**Where the registers sit**

Other sequential cells in the stronger grey, the rest of the logic in the fainter grey.
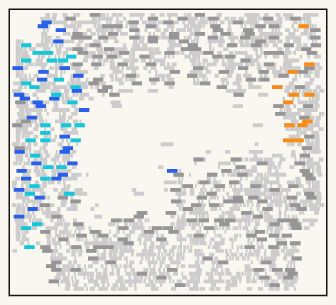
**Floorplan with the power grid**

Pins as bars on the die edge. Tap cells in grey.
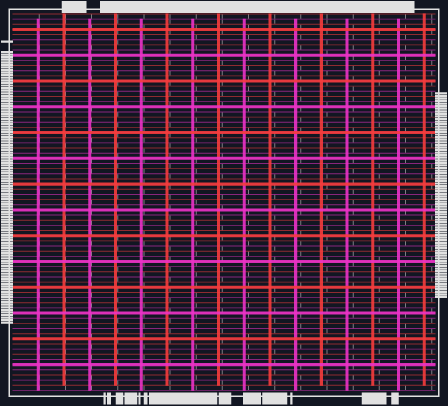
**Clock network drawn from the DEF**

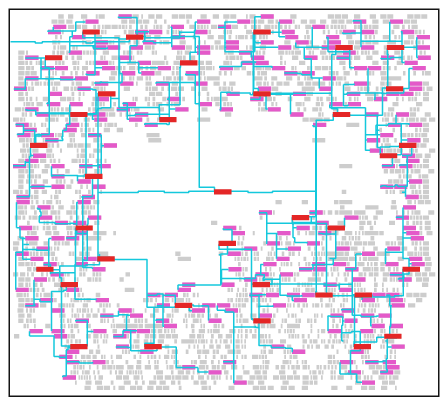
**Cells coloured by class**

Bar = 50 µm.
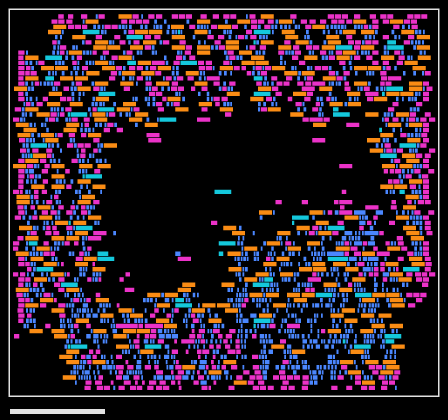
==> config.mk <==
export PLATFORM = sky130hd
export DESIGN_NAME = memory_access
export DESIGN_NICKNAME = d
export VERILOG_FILES = /design/src/rtl/memory_access.sv
export SDC_FILE = /design/constraint.sdc
export NUM_CORES = 1
export LEC_CHECK = 0
export ABC_AREA = 1
export CAP_MARGIN = 0
export CORE_ASPECT_RATIO = 0.9
export CORE_UTILIZATION = 28
export CTS_CLUSTER_SIZE = 28
export DETAILED_ROUTE_END_ITERATION = 16
export GPL_ROUTABILITY_DRIVEN = 0
export GPL_TIMING_DRIVEN = 1
export SLEW_MARGIN = 25
export SYNTH_ARGS = -nofsm -noshare
export SYNTH_HDL_FRONTEND = slang
export SYNTH_SLANG_ARGS = --single-unit
==> constraint.sdc <==
create_clock -name clk -period 3 [get_ports clk]
set_input_delay 0.9 -clock clk [delete_from_list [all_inputs] [get_ports clk]]
set_output_delay 0.9 -clock clk [all_outputs]
set_load 0.01 [all_outputs]
==> ci_impl_report.md <==
## PnR job results

| Metric | Value |
|---|---|
| Status | finished clean |
| Overall Power | 12.02 mW |
| Vias in the first global route | 13.34k |
| Mapped Area | 12,610 µm² |
| R2R depth | 11 |
| Leading power group | registers |
| Post-synth EDFFs | 0 |
| Top cells by area | dfxtp_1 46%, nand2_1 14%, a21oi_1 10% |
| Top FF cell, synth | dfxtp_1 |
| Max Clock Freq | 341.5 MHz |
| Total Wirelength | 49,130 µm |
| Most frequent logic cell in the layout | nand2_1 |
| Yosys synthesis chip area | about 13,000 µm² |
| Register share after synthesis | 0.4586 |
| Met2 usage | 0.3358 |
| Post-CTS Resized | 195 |
| Hold Violations, Final | 0 |
| WP buf/inv | 3 |
| Critical Path RT | 2.10 ns |
| Ys cells | between 1.5k and 2k |
| Crit path cell chain | clkdlybuf4s50_1 -> buf_4 -> nand2_1 -> o21ai_0 -> dlygate4sd2_1 |
| Top-area cell share | 0.4586 |
| Leading area contributor after synthesis | dfxtp_1 |
| P_clk | 4.21 mW |
| R2R Setup Slk | 0.41 ns |
| Slew @ Worst Pin | 0.6832 ns |
| Clock buffer count from CTS | 35 |
| Comb. cell area | 5838 µm² |
| Pin count of the biggest net entering global routing | 69 |
| Gate Count Post-Synth | approximately 1.8k |
| Final Slew Violations | 0 |
| Fin Hold WS | 0.4480 ns |
| Max rail drop VDD | around 0.37 mV |
| Tap cells | 600 |
| Adder Area Share | 0.003967 |
| Clock Buffer Count | between 50 and 60 |
| Yosys reg bits | between 200 and 300 |
| Layout Nets | 2,527 |
| Sw Share | 0.3125 |
| Post-CTS Repair Setup Buffers | 12 |
| Leakage | 7.678 nW |
| Synth warn | 0 |
| Root buffer cell | clkbuf_16 |
| Max FO, Critical Path | 3 |
| Floorplan core density | 0.2848 |
| Drt pass-1 iters | 5 |
| Routed Antenna Nets | 0 |
| Critical Path Stages | 5 |
| # diodes | 0 |
| Crit path time final | 2.929 ns |
| Met1 usage | 0.2560 |
| Total of max-cap violations | 0 |
About 'where the registers sit':
name in the netlist	colour	flops
alu_data_out	blue	32
csr_addr_out	orange	12
bus_addr_q	cyan	30
Reg area: 5788 µm²
sequential cell area share: 0.2890
Flop+latch power: 4.28 mW
Layout Utilization: 0.4521

About 'floorplan with the power grid':
net	colour
VSS	magenta
VDD	red
met4 straps	16
met5 straps	14
signal pins	487
die height: 203.4 µm
core outline area: 44,300 µm²
Die W: 225.7 µm

About 'clock network drawn from the DEF':
[clock drivers] red | count: 35
[clock wires] cyan | length: 4,420 µm
[flip-flops] magenta | count: 289
routed clock nets	36
Setup Skew: 0.01903 ns
clock share of power: 0.350

About 'cells coloured by class':
class	colour	cells	share of their area
flops	orange	289	30%
other buffers and delay cells	magenta	633	32%
clock drivers and dummy loads	cyan	61	5.9%
combinational and other logic	blue	1,335	32%
# rows: 73
post-route cell area: 20,030 µm²

No activity file was given, so power comes from the tool's default toggle rates.
